File: src/rtl/matrix_pkg.sv
// Shared defaults and FSM encoding for the matrix storage controller.
package matrix_pkg;

  localparam int MAT_SLOTS      = 8;
  localparam int MAT_SLOT_WORDS = 32;
  localparam int MAT_MAX_DIM    = 5;
  localparam int MAT_DW         = 32;

  typedef enum logic [1:0] {
    IDLE  = 2'd0,
    WRITE = 2'd1,
    READ  = 2'd2
  } state_t;

endpackage

File: src/rtl/slot_alloc.sv
// Slot allocator: lowest free slot, or round-robin victim once every slot is valid.
module slot_alloc
  import matrix_pkg::*;
#(
  parameter int  SLOTS = MAT_SLOTS,
  localparam int SW    = $clog2(SLOTS)
) (
  input  logic             clk,
  input  logic             rst,
  input  logic             clear,
  input  logic             advance,
  input  logic [SLOTS-1:0] slot_valid,
  output logic [SW-1:0]    slot,
  output logic             full
);

  logic [SW-1:0] victim;
  logic [SW-1:0] first_free;
  logic          found;

  always_comb begin
    first_free = '0;
    found      = 1'b0;
    for (int unsigned i = 0; i < SLOTS; i++) begin
      if (!found && !slot_valid[i]) begin
        first_free = SW'(i);
        found      = 1'b1;
      end
    end
  end

  assign full = &slot_valid;
  assign slot = full ? victim : first_free;

  always_ff @(posedge clk or posedge rst) begin
    if (rst) begin
      victim <= '0;
    end else if (clear) begin
      victim <= '0;
    end else if (advance) begin
      victim <= (victim == SW'(SLOTS - 1)) ? '0 : victim + SW'(1);
    end
  end

endmodule

File: src/rtl/matrix_storage_ctrl.sv
// Owner of the matrix storage port: arbitrates one writer and one reader and
// keeps per-slot metadata (valid, rows, cols).
module matrix_storage_ctrl
  import matrix_pkg::*;
#(
  parameter int  SLOTS      = MAT_SLOTS,
  parameter int  SLOT_WORDS = MAT_SLOT_WORDS,
  parameter int  MAX_DIM    = MAT_MAX_DIM,
  parameter int  DW         = MAT_DW,
  localparam int SW         = $clog2(SLOTS)
) (
  input  logic             clk,
  input  logic             rst,
  input  logic             wr_req,
  input  logic [2:0]       wr_rows,
  input  logic [2:0]       wr_cols,
  output logic             wr_gnt,
  input  logic             wr_valid,
  output logic             wr_ready,
  input  logic [DW-1:0]    wr_data,
  output logic             wr_done,
  output logic             wr_err,
  output logic [SW-1:0]    wr_slot,
  input  logic             rd_req,
  input  logic [SW-1:0]    rd_slot_in,
  output logic             rd_gnt,
  output logic             rd_valid,
  input  logic             rd_ready,
  output logic [DW-1:0]    rd_data,
  output logic             rd_last,
  output logic             rd_err,
  input  logic             clear,
  input  logic [SW-1:0]    q_slot,
  output logic [2:0]       q_rows,
  output logic [2:0]       q_cols,
  output logic [SLOTS-1:0] slot_valid,
  output logic             st_we,
  output logic [7:0]       st_addr,
  output logic [DW-1:0]    st_wdata,
  input  logic [DW-1:0]    st_rdata
);

  localparam logic [2:0] MAX3 = 3'(MAX_DIM);

  state_t        state, state_d;
  logic [SW-1:0] cur_slot;
  logic [SW-1:0] alloc_slot;
  logic          alloc_full;
  logic [2:0]    cur_rows, cur_cols;
  logic [4:0]    idx;
  logic [5:0]    count;
  logic [7:0]    base_addr;
  logic [2:0]    meta_rows [SLOTS];
  logic [2:0]    meta_cols [SLOTS];
  logic          dims_ok, rd_slot_ok, arb_ok, wr_take, rd_take;
  logic          wr_hs, rd_hs, at_last;

  assign dims_ok    = (wr_rows != 3'd0) && (wr_rows <= MAX3) &&
                      (wr_cols != 3'd0) && (wr_cols <= MAX3);
  assign rd_slot_ok = slot_valid[rd_slot_in];
  // A grant pulse still being shown blocks re-arbitration of the same held request.
  assign arb_ok     = (state == IDLE) && !wr_gnt && !rd_gnt;
  assign wr_take    = arb_ok && wr_req;
  assign rd_take    = arb_ok && !wr_req && rd_req;
  assign wr_hs      = wr_ready && wr_valid;
  assign rd_hs      = rd_valid && rd_ready;
  assign count      = 6'(cur_rows) * 6'(cur_cols);
  assign at_last    = ({1'b0, idx} == count - 6'd1);
  assign base_addr  = 8'(32'(cur_slot) * 32'(SLOT_WORDS));
  assign q_rows     = meta_rows[q_slot];
  assign q_cols     = meta_cols[q_slot];

  slot_alloc #(.SLOTS(SLOTS)) u_alloc (
    .clk        (clk),
    .rst        (rst),
    .clear      (clear),
    .advance    (wr_take && dims_ok && alloc_full),
    .slot_valid (slot_valid),
    .slot       (alloc_slot),
    .full       (alloc_full)
  );

  always_ff @(posedge clk or posedge rst) begin
    if (rst) state <= IDLE;
    else     state <= state_d;
  end

  always_comb begin
    state_d = state;
    case (state)
      IDLE: begin
        if (wr_take && dims_ok)         state_d = WRITE;
        else if (rd_take && rd_slot_ok) state_d = READ;
      end
      WRITE:   if (wr_hs && at_last) state_d = IDLE;
      READ:    if (rd_hs && at_last) state_d = IDLE;
      default: state_d = IDLE;
    endcase
  end

  // The grant cycle is already WRITE/READ, but the element path opens one cycle later.
  always_comb begin
    wr_ready = 1'b0;
    rd_valid = 1'b0;
    rd_last  = 1'b0;
    rd_data  = '0;
    st_we    = 1'b0;
    st_addr  = '0;
    st_wdata = '0;
    case (state)
      WRITE: if (!wr_gnt) begin
        wr_ready = 1'b1;
        st_we    = wr_valid;
        st_addr  = base_addr + {3'b000, idx};
        st_wdata = wr_data;
      end
      READ: if (!rd_gnt) begin
        rd_valid = 1'b1;
        st_addr  = base_addr + {3'b000, idx};
        rd_data  = st_rdata;
        rd_last  = at_last;
      end
      default: ;
    endcase
  end

  always_ff @(posedge clk or posedge rst) begin
    if (rst) begin
      wr_gnt     <= 1'b0;
      wr_err     <= 1'b0;
      wr_done    <= 1'b0;
      wr_slot    <= '0;
      rd_gnt     <= 1'b0;
      rd_err     <= 1'b0;
      slot_valid <= '0;
      cur_slot   <= '0;
      cur_rows   <= '0;
      cur_cols   <= '0;
      idx        <= '0;
      for (int unsigned i = 0; i < SLOTS; i++) begin
        meta_rows[i] <= '0;
        meta_cols[i] <= '0;
      end
    end else begin
      wr_gnt  <= wr_take;
      wr_err  <= wr_take && !dims_ok;
      rd_gnt  <= rd_take;
      rd_err  <= rd_take && !rd_slot_ok;
      wr_done <= wr_hs && at_last;

      if (wr_take && dims_ok) begin
        cur_slot <= alloc_slot;
        cur_rows <= wr_rows;
        cur_cols <= wr_cols;
        idx      <= '0;
      end else if (rd_take && rd_slot_ok) begin
        cur_slot <= rd_slot_in;
        cur_rows <= meta_rows[rd_slot_in];
        cur_cols <= meta_cols[rd_slot_in];
        idx      <= '0;
      end else if (wr_hs || rd_hs) begin
        idx <= idx + 5'd1;
      end

      if (clear) begin
        slot_valid <= '0;
        for (int unsigned i = 0; i < SLOTS; i++) begin
          meta_rows[i] <= '0;
          meta_cols[i] <= '0;
        end
      end else if (wr_take && dims_ok) begin
        slot_valid[alloc_slot] <= 1'b0;
        meta_rows[alloc_slot]  <= wr_rows;
        meta_cols[alloc_slot]  <= wr_cols;
      end

      // Completion wins over a concurrent clear for the slot just written.
      if (wr_hs && at_last) begin
        slot_valid[cur_slot] <= 1'b1;
        wr_slot              <= cur_slot;
      end
    end
  end

endmodule

File: config.mk
export PLATFORM = sky130hd
export DESIGN_NAME = matrix_storage_ctrl
export DESIGN_NICKNAME = d
export VERILOG_FILES = /design/src/rtl/matrix_pkg.sv /design/src/rtl/slot_alloc.sv /design/src/rtl/matrix_storage_ctrl.sv
export SDC_FILE = /design/constraint.sdc
export NUM_CORES = 1
export LEC_CHECK = 0
export ABC_AREA = 1
export CORE_ASPECT_RATIO = 0.75
export CORE_MARGIN = 2
export CORE_UTILIZATION = 47
export CTS_CLUSTER_SIZE = 12
export DETAILED_ROUTE_END_ITERATION = 8
export PLACE_DENSITY = 0.81
export SYNTH_ARGS = -nofsm -noshare
export SYNTH_HDL_FRONTEND = slang
export SYNTH_SLANG_ARGS = --single-unit
File: constraint.sdc
create_clock -name clk -period 3.3 [get_ports clk]
set_clock_uncertainty 0.1 [all_clocks]
set_input_delay 0.33 -clock clk [delete_from_list [all_inputs] [get_ports clk]]
set_output_delay 0.33 -clock clk [all_outputs]
set_load 0.03 [all_outputs]
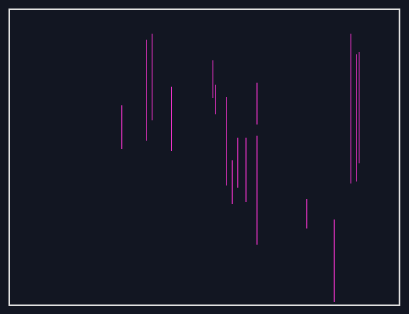
**Above:** run 1 (metal 4).
Scale: 3 px per micron.
The longest straight run is 49.6 microns. The layer carries 415 microns of wire. The wires run mostly vertical.
total wire length: 18560 microns
routed vias: 6181

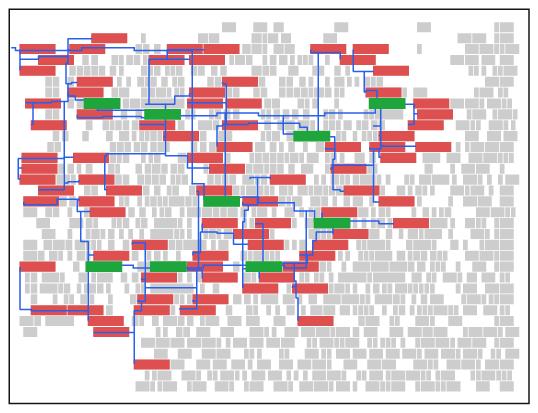
**Above:** run 1 (clock distribution).
Scale: 4 px per micron.
Red is flip-flops, count 83. Blue is clock wires, length 1110 microns. Green is cells driving clock nets, count 9.
Position of the flops: all over the die.
Power Clock: 1.11 mW
clock share of power: 25.5%
Clock Latency Late Sink: 0.35 ns

==> impl_metrics.yaml, run 1 <==
# physical design summary
grt:
  grt_pass1_wl_microns: 29230
  antenna_found_initial: 0
  overflow: 0
  grt_pass1_vias: 5678
  grt_usage_pct: 29.39
cells_and_area:
  flops: 83
  fin_cells: 1170
  comb_area_sq_um: 2808
  final_area_sq_um: 7944
  syn2layout_area_growth_pct: 42.96
  fill_cells: 998
  multi_input_comb_cells: 560
  comb_area_share_pct: 35.34
  n_all_buffers: 203
  final_util_pct: 68.65
  antenna_cells: 0
  n_all_inverters: 146
  clock_area_share_pct: 4.095
  seqAreaFraction_pct: 26.15
  drive_above_1_share_pct: 7.440
  nClkBuffers: 9
  buf_share_pct: 24.95
  register_area_sq_um: 2077
  fin_nets: 1103
clock_network:
  cts_root_buffer: "clkbuf_16"
  clock-sinks: 83
  cts_buffer_depth: 2
  cts_setup_buffers: 3
  cts_resized: 2
  cts.clk_slew.worst_paths_ns: 0.07
  cts_buffers: 9
  hold_buffers: 0
yosys:
  synth_area_sq_um: 5557
  fp_nets: 920
  ys_async_sr_fraction_pct: 100.0
  synth_top_area_share_pct: 37.38
  synth-edff-count: 0
  syn_avg_cell_area_sq_um: 6.776
  yosys_area_sq_um: 5557
  top_cell: "nand2_1"
  synth_cells: 820
  synthTopCellsByCount: "151 x nand2_1, 141 x inv_1, 105 x nor2_1"
  synth_warnings: 0
  area_leaders: "dfrtp_1 37%, nand2_1 10%, inv_1 9.5%, nand3_1 8.6%, o21ai_0 7.9%"
route:
  vias_per_cell: 5.283
  wl_per_cell_microns: 15.86
  remaining_drc_errors: 0
  firstDrtPassIters: 6
  drtIter0Drc: 439
timing:
  post-route-period-util_pct: 99.39
  setup_violations: 0
  hold_ws_ns: 0.2528
  setup_ws_ns: 0.02006
  slew_viol_final: 0
  rsz0062_at_grt: "true"
  finalSetupTns_ns: 0
  max_freq_mhz: 304.9
  hold_violations: 0
placed_design:
  dp_hpwl_microns: 14230
  dpl_cell_area_sq_um: 7574
  finalWeightedCongestion: 0.9460
  placed_cells: 1149
  io_buffers: 180
  pre_cts_ws_ns: 0.1742
power_and_ir_drop:
  comb-power_mw: 2.05
  power_density_nw_per_um2: 549.1
  switching_share_pct: 41.10
  total_power_mw: 4.362
  top_power_group: "combinational cells"
  p_sw_mw: 1.793
  p_int_mw: 2.569
  comb_power_share_pct: 46.9
  powerSeq_mw: 1.20
hold_path:
  hp-class: "primary input to async pin"
floorplan:
  rows: 34
  dieArea_sq_um: 12720
  n_tap_cell: 162
  ioPinCount: 181
worst_setup_path:
  critPathKind: "flip-flop to primary output"
  r2r_start: "cur_cols[2]$_DFFE_PP0P_"
  critPathCapture: "rd_last"
  crit_path_start: "cur_cols[2]$_DFFE_PP0P_"
  r2r_setup_slack_ns: 0.16
  arrival_ns: 2.85
  path_max_fanout: 2
  worstSetupStartpointType: "flip-flop"
run_status:
  status: "completed"
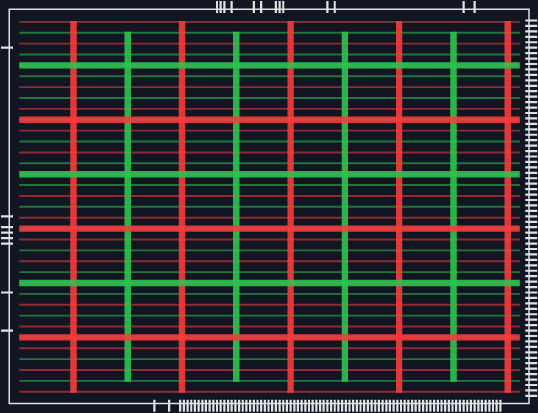
**Above:** run 1 (PDN straps and rails).
Scale: 4 px per micron. Pins as bars on the die edge.
Green is VDD. Red is VSS.
9 straps on met4. 181 signal pins sit on the boundary.
Die Wd: 129.6 microns
Peak VDD IR: 0.3280 mV
core outline area: 11570 sq um
die height: 98.17 microns

==> run 1: flip-flops by register name, summed over array words and instances (netlist names) <==
signal and flops:
meta_cols 24, meta_rows 24, slot_valid 8, idx 5
cur_cols 3, cur_rows 3, cur_slot 3, u_alloc.victim 3
wr_slot 3, state 2, rd_err 1, rd_gnt 1
wr_done 1, wr_err 1, wr_gnt 1
==> run 1: cells in the final DEF (no fill, tap or decap), types with 2 or more instances in the layout <==
cell and instances:
o22ai_1 3, a31oi_1 6, clkinv_4 2, buf_12 2
inv_6 2, clkinv_1 2, clkinv_2 2, o21ai_1 5
nor2_2 10, nand3_2 2, dfrtp_1 83, clkdlybuf4s50_1 173
inv_2 3, inv_1 140, nand2_4 2, a21oi_1 29
nand4_1 5, nor3_4 3, ha_1 15, xor2_1 4
nand3_1 95, o21ai_0 88, clkbuf_16 9, nor2_1 103
nand2_2 2, or2_2 2, o211ai_1 13, bufinv_16 2
o221ai_1 2, nand2_1 151, nor3_1 10, buf_4 28
==> run 1: kinds of logic after synthesis <==
group | Yosys count | synth area share (%)
and+or+nand+nor | 389 | 30.98
AOI/OAI and AO/OA | 149 | 14.52
adders and majority gates | 17 | 4.098
buffers and inverters | 177 | 12.23
xor gates and xnor gates | 5 | 0.7881
DFF | 83 | 37.38
==> run 1: layer usage <==
metal | share of wire, % | global-route usage, %
met3 | 11 | 10.19
met5 | 0 | 0
met4 | 2.2 | 7.113
met1 | 42 | 39.08
met2 | 45 | 46.40
==> run 1: worst max-delay path, cell delays in order, from the launching register on <==
cell and delay [ns]:
dfrtp_1 0.36, nand2_1 0.07, ha_1 0.30, fa_1 0.49, fa_2 0.56, xor2_1 0.17, nand3_1 0.10, nor2_2 0.14
nand2_1 0.07, nor2_1 0.08, buf_4 0.17
==> inputs of run 2 (changes only) <==
--- a/config.mk
+++ b/config.mk
@@ -7,11 +7,11 @@
 export LEC_CHECK = 0
 export ABC_AREA = 1
 export CORE_ASPECT_RATIO = 0.75
-export CORE_MARGIN = 2
 export CORE_UTILIZATION = 47
 export CTS_CLUSTER_SIZE = 12
 export DETAILED_ROUTE_END_ITERATION = 8
 export PLACE_DENSITY = 0.81
+export SKIP_CTS_REPAIR_TIMING = 1
 export SYNTH_ARGS = -nofsm -noshare
 export SYNTH_HDL_FRONTEND = slang
 export SYNTH_SLANG_ARGS = --single-unit
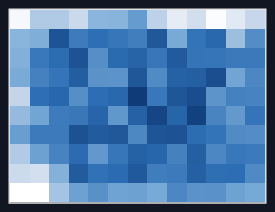
**Above:** run 2 (placement density heat map).
Scale: 2 px per micron. 13 x 10 tiles, from white (low) to dark blue (high), 0 to 100% covered.
31% of the tiles are over 75% full. The mean over all tiles is 62%. 2.3% of the tiles are nearly empty.
core outline area: 11230 sq um
Util after Layout: 69.95%

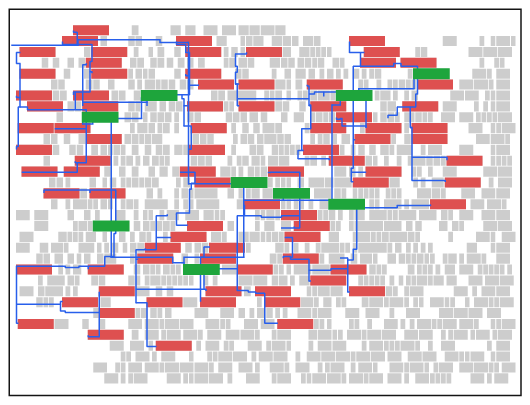
**Above:** run 2 (clock distribution).
Scale: 4 px per micron.
Green is cells driving clock nets, count 9. Red is flip-flops, count 83. Blue is clock wires, length 1130 microns.
Position of the flops: all over the die.
Power Clock: 988 uW
clock share of power: 23.7%

==> run 2 against run 1 <==
The run now ends with setup timing left; utilization grew 1.3 points; non-clock buffer count fell by 3; synthesized cell count unchanged; sequential power hardly changed; setup slack worse by 0.034 ns; clock-buffer cell count unchanged; flip-flop count did not move; first-iteration DRC count up 55%; power shrank 4.3%.
==> impl_metrics.yaml, run 2 <==
# physical design summary
yosys:
  synth_top_area_share_pct: 37.38
  synth_warnings: 0
  synth_stat.cells: 820
  ys_async_sr_fraction_pct: 100.0
  top_cell: "nand2_1"
  yosys_area_sq_um: 5557
  ys.flop_type: "dfrtp_1"
  fp_nets: 920
  synth_top_cell_by_area: "dfrtp_1"
  syn_avg_cell_area_sq_um: 6.776
  synthTopCellsByCount: "151 x nand2_1, 141 x inv_1, 105 x nor2_1"
  synth_cells: 820
  synth_area_sq_um: 5557
  synth_seq_share_pct: 37.38
  synth-edff-count: 0
  area_leaders: "dfrtp_1 37%, nand2_1 10%, inv_1 9.5%, nand3_1 8.6%, o21ai_0 7.9%"
timing:
  max_freq_mhz: 301.8
  post-route-period-util_pct: 100.4
  slew_viol_final: 0
  slew_headroom_pct: 43.31
  setup_ws_ns: -0.01362
  rsz0062_at_grt: "true"
  setup_violations: 1
  hold_ws_ns: 0.3486
  hold_violations: 0
  finalSetupTns_ns: -0.01362
power_and_ir_drop:
  power_density_nw_per_um2: 531.3
  p_leak_nw: 3.803
  ir_drop_mv: 0.2751
  total_power_mw: 4.174
clock_network:
  cts_tree: "built"
  worstSkewPairLatency_ns: 0.35
  cts.clk_slew.worst_paths_ns: 0.07
  clock-sinks: 83
  cts_root_buffer: "clkbuf_16"
  cts_buffer_depth: 2
  cts_buffers: 9
cells_and_area:
  layout_top_cell: "clkdlybuf4s50_1"
  fin_cells: 1162
  lay_top_cells: "173 x clkdlybuf4s50_1, 151 x nand2_1, 140 x inv_1, 104 x nor2_1, 95 x nand3_1"
  syn2layout_area_growth_pct: 41.39
  fin_nets: 1100
  drive_above_1_share_pct: 6.965
  fill_cells: 951
  antenna_cells: 0
  final_area_sq_um: 7856
  reg_top3: "meta_cols (24), meta_rows (24), slot_valid (8)"
worst_setup_path:
  slowest_delay_ns: 0.51
  arrival_ns: 2.88
  worstPathRequired_ns: 2.87
  critPathBufInv: 1
  critPathCapture: "rd_last"
  r2r_setup_slack_ns: 0.23
  path_max_fanout: 3
  r2r_start: "cur_cols[2]$_DFFE_PP0P_"
  crit_path_start: "cur_cols[2]$_DFFE_PP0P_"
  end_kind: "primary output"
  crit_family: "adder cells"
  crit_slowest_cell: "fa_1"
  timing.rr.end: "state[0]$_DFFE_PP0P_"
  worstSetupStartpointType: "flip-flop"
  critPathKind: "flip-flop to primary output"
  path_cells: "nand2_1, ha_1, fa_1, fa_1, xor2_1, nand3_1, nor2_2, nand2_1, nor2_1, buf_4"
  crit_cells: 10
route:
  remaining_drc_errors: 0
  firstDrtPassIters: 7
  routed_wl_microns: 18530
  drtIter0Drc: 680
  wl_per_cell_microns: 15.95
  vias_per_cell: 5.367
  vias: 6237
grt:
  overflow: 0
  grt_pass1_wl_microns: 28840
  grt_pass1_vias: 5395
  antenna_found_initial: 0
  grt_usage_pct: 30.88
placed_design:
  pre_cts_ws_ns: 0.1972
  placed_cells: 1142
  dp_hpwl_microns: 14150
  io_buffers: 180
  finalWeightedCongestion: 0.9268
  dpl_cell_area_sq_um: 7540
floorplan:
  dieArea_sq_um: 12270
  die-width_microns: 127.6
  die_h_microns: 96.17
  rows: 33
  ioPinCount: 181
run_status:
  status: "finished with violations"
  violations: "setup timing"
hold_path:
  hp-class: "primary input to async pin"
run:
  max-cap-violations: 0
run 2: kinds of logic (layout without fill, tap and decap cells):
family / Yosys count / after routing / synth area share, %
xor gates and xnor gates: 5 / 5 / 0.7881
AOI/OAI and AO/OA: 149 / 149 / 14.52
buffers and inverters: 177 / 362 / 12.23
and+or+nand+nor: 389 / 389 / 30.98
DFF: 83 / 83 / 37.38
adders and majority gates: 17 / 17 / 4.098
run 2: metal layers:
layer	vias up	wire [microns]	global-route usage (%)
li1	2994	-	-
met3	24	1896	6.115
met4	0	277	7.540
met2	373	8373	49.54
met1	2846	7982	43.02
met5	-	0	0
run 2: power by group:
| part | total, mW | internal [mW] | switching [mW] |
|---|---|---|---|
| clock | 0.988 | 0.524 | 0.464 |
| combinational | 1.97 | 0.764 | 1.21 |
| sequential | 1.21 | 1.11 | 0.102 |
run 2: worst min-delay path by stage:
| stage | start | end | slack, ns | cells after the start |
|---|---|---|---|---|
| 3_5_place_dp | meta_cols[20]$_DFFE_PP0P_ | meta_cols[20]$_DFFE_PP0P_ | 0.39 | 2 |
| 3_3_place_gp | wr_slot[1]$_DFFE_PP0N_ | wr_slot[1]$_DFFE_PP0N_ | 0.37 | 2 |
| 5_1_grt | rst | wr_slot[0]$_DFFE_PP0N_ | 0.41 | 2 |
| 6_report | rst | wr_slot[0]$_DFFE_PP0N_ | 0.35 | 2 |
| 4_1_cts | rst | wr_slot[0]$_DFFE_PP0N_ | 0.37 | 2 |
| 2_1_floorplan | wr_req | rd_err$_DFF_PP0_ | 0.30 | 1 |
run 2: final cells by class:
type	count	area (sq um)	area share, %
Clock buffer	9	225.2	2.867
Clock inverter	7	58.81	0.7485
Tap cell	157	196.4	2.500
Inverter	146	549.3	6.992
Sequential cell	83	2077	26.44
Timing Repair Buffer	200	1947	24.78
Multi-Input combinational cell	560	2803	35.67
==> inputs of run 3 (changes only) <==
==> constraint.sdc (replaced) <==
create_clock -name clk -period 3.6 [get_ports clk]
set_clock_uncertainty 0.1 [all_clocks]
set_input_delay 0.36 -clock clk [delete_from_list [all_inputs] [get_ports clk]]
set_output_delay 0.36 -clock clk [all_outputs]
set_load 0.03 [all_outputs]
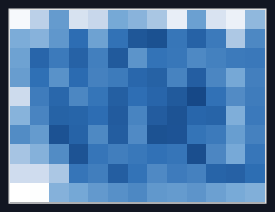
**Above:** run 3 (placement density heat map).
Scale: 2 px per micron. 13 x 10 tiles, from white (low) to dark blue (high), 0 to 100% covered.
27% of the tiles are over 75% full. The mean over all tiles is 62%. The emptiest ninth of the die: bottom left. The fullest tile reaches 90%. 1.5% of the tiles are nearly empty. The densest ninth of the die: middle.
Util after Layout: 69.79%
fp_density: 49.48%

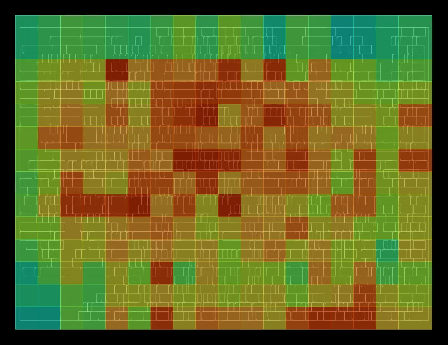
**Above:** run 3 (congestion heat map).
GR peak layer: met2
Routed WL per cell: 15.54 microns
met2 GRT Util: 48.41%

==> run 3 against run 2 <==
The run now ends clean; flip-flop count unchanged; via count decreased by 1.5%; power decreased by 7.5%; wire length decreased by 3.0%; register-to-register slack improved by 0.05 ns; synthesized cell count unchanged; global-route usage decreased by 0.66 points; non-clock buffer count decreased by 6; hold slack got worse by 0.12 ns; cell area decreased by 0.24%; final cell count decreased by 0.52%.
==> impl_metrics.yaml, run 3 <==
# physical design summary
floorplan:
  die_h_microns: 96.17
  coreArea_sq_um: 11230
  die-width_microns: 127.6
  rows: 33
  ioPinCount: 181
  dieArea_sq_um: 12270
grt:
  grt_pass1_wl_microns: 28490
  grt_pass1_vias: 5578
  grt_usage_pct: 30.22
  grt_max_degree: 62
  antenna_found_initial: 0
  overflow: 0
cells_and_area:
  fill_cells: 988
  layout_top_cell: "clkdlybuf4s50_1"
  reg_top3: "meta_cols (24), meta_rows (24), slot_valid (8)"
  lay_top_cells: "179 x clkdlybuf4s50_1, 151 x nand2_1, 140 x inv_1, 104 x nor2_1, 95 x nand3_1"
  drive_above_1_share_pct: 5.806
  antenna_cells: 0
  fin_cells: 1156
  fin_nets: 1094
  syn2layout_area_growth_pct: 41.05
timing:
  slew_headroom_pct: 53.98
  fin_crit_ns: 3.436
  finalSetupTns_ns: 0
  max_freq_mhz: 291.0
  hold_ws_ns: 0.2321
  setup_ws_ns: 0.1641
  setup_violations: 0
  slew_viol_final: 0
  post-route-period-util_pct: 95.44
  worst_slew_pin_slew_ns: 0.6896
  hold_violations: 0
yosys:
  synth_top_cell_by_area: "dfrtp_1"
  synth_top_area_share_pct: 37.38
  synth_seq_share_pct: 37.38
  synth_flop_count: 83
  synth_warnings: 0
  adder_share_pct: 4.098
  synthTopCellsByCount: "151 x nand2_1, 141 x inv_1, 105 x nor2_1"
  synth_stat.cells: 820
  ys_async_sr_fraction_pct: 100.0
  top_cell: "nand2_1"
  xor_share_pct: 0.7881
  area_leaders: "dfrtp_1 37%, nand2_1 10%, inv_1 9.5%, nand3_1 8.6%, o21ai_0 7.9%"
  syn_avg_cell_area_sq_um: 6.776
  ys.flop_type: "dfrtp_1"
  ys_top_logic_family: "simple AND/OR/NAND/NOR gates"
  synthAoiAreaFrac_pct: 14.52
  yosys_area_sq_um: 5557
  fp_nets: 920
  synth_area_sq_um: 5557
  ys_sh_simple_pct: 30.98
  synth-edff-count: 0
  synth_cells: 820
  yosys.cell_types.count: 38
  synthMuxAreaShare_pct: 0
worst_setup_path:
  r2r_setup_slack_ns: 0.28
  crit_cells: 10
  path_max_fanout: 4
  arrival_ns: 2.98
  crit_path_start: "cur_rows[0]$_DFFE_PP0P_"
  rr_worst_depth: 12
  crit_family: "adder cells"
  critPathBufInv: 1
  slowest_delay_ns: 0.58
  end_kind: "primary output"
  worstSetupStartpointType: "flip-flop"
  path_cells: "nand2_1, ha_1, fa_1, fa_1, xor2_1, nand3_1, nor2_2, nand2_1, nor2_1, buf_4"
  critPathCapture: "rd_last"
  timing.rr.end: "state[0]$_DFFE_PP0P_"
  critPathKind: "flip-flop to primary output"
  crit_slowest_cell: "fa_1"
  worstPathRequired_ns: 3.14
  r2r_start: "cur_rows[0]$_DFFE_PP0P_"
power_and_ir_drop:
  ir_drop_mv: 0.2783
  p_leak_nw: 3.767
  power_density_nw_per_um2: 492.4
  total_power_mw: 3.859
clock_network:
  cts_root_buffer: "clkbuf_16"
  htree_num_levels: 3
  worstSkewPairLatency_ns: 0.35
  cts_buffers: 9
  cts.clk_slew.worst_paths_ns: 0.07
  cts_tree: "built"
  clock-sinks: 83
  cts_buffer_depth: 2
run_status:
  status: "completed"
route:
  ant_nets: 0
  drtIter0Drc: 469
  remaining_drc_errors: 0
  vias: 6141
  vias_per_cell: 5.312
  routed_wl_microns: 17970
  firstDrtPassIters: 6
run:
  max-cap-violations: 0
  warnings: 28
placed_design:
  pre_cts_ws_ns: 0.2503
  io_buffers: 180
  dp_hpwl_microns: 13890
  finalWeightedCongestion: 0.8972
  placed_cells: 1138
hold_path:
  hp-class: "primary input to async pin"
-- run 3: cell type report --
type | instances | area [sq um] | area share, %
clock inverter | 7 | 82.58 | 1.054
sequential | 83 | 2077 | 26.50
timing repair buffer | 194 | 1904 | 24.30
inverter | 146 | 549.3 | 7.008
multi-input combinational | 560 | 2803 | 35.76
clock buffer | 9 | 225.2 | 2.874
tap | 157 | 196.4 | 2.506
-- run 3: power by group --
group | switching (mW) | internal [mW] | total (mW)
combinational | 1.10 | 0.687 | 1.78
sequential | 0.0915 | 1.02 | 1.11
clock | 0.417 | 0.550 | 0.967
total | 1.60 | 2.25 | 3.86
-- run 3: logic make-up (layout without fill, tap and decap cells) --
| kind of cell | count (synthesis) | after routing |
|---|---|---|
| buffers and inverters | 177 | 356 |
| flip-flops | 83 | 83 |
| adder cells (fa/ha/maj) | 17 | 17 |
| XOR/XNOR | 5 | 5 |
| AND/OR/NAND/NOR | 389 | 389 |
| AND-OR/OR-AND | 149 | 149 |
-- run 3: metal layers --
layer	track usage, %	wire length [microns]	up-vias	part of all wire [%]
met1	40.80	7900	2838	44
met2	48.41	7975	308	44
met5	0	0	-	0
met3	8.838	1922	16	11
li1	-	-	2979	-
met4	6.151	170	0	0.95
-- run 3: worst reg2reg max path: cells and delay by family (launching register included) --
kind	cells	cell delay, ns
XOR/XNOR	1	0.15
adder cells (fa/ha/maj)	3	1.40
flip-flops	1	0.40
AND/OR/NAND/NOR	8	1.17
-- run 3: through the flow --
step                      utilization [%]  instance area, sq um
after floorplan                         -                  5557
after global placement              66.89                  7512
after detailed placement            66.89                  7512
after CTS                           69.63                  7820
after global routing                69.79                  7838
final                               69.79                  7838
Power and IR drop assume default switching activity.
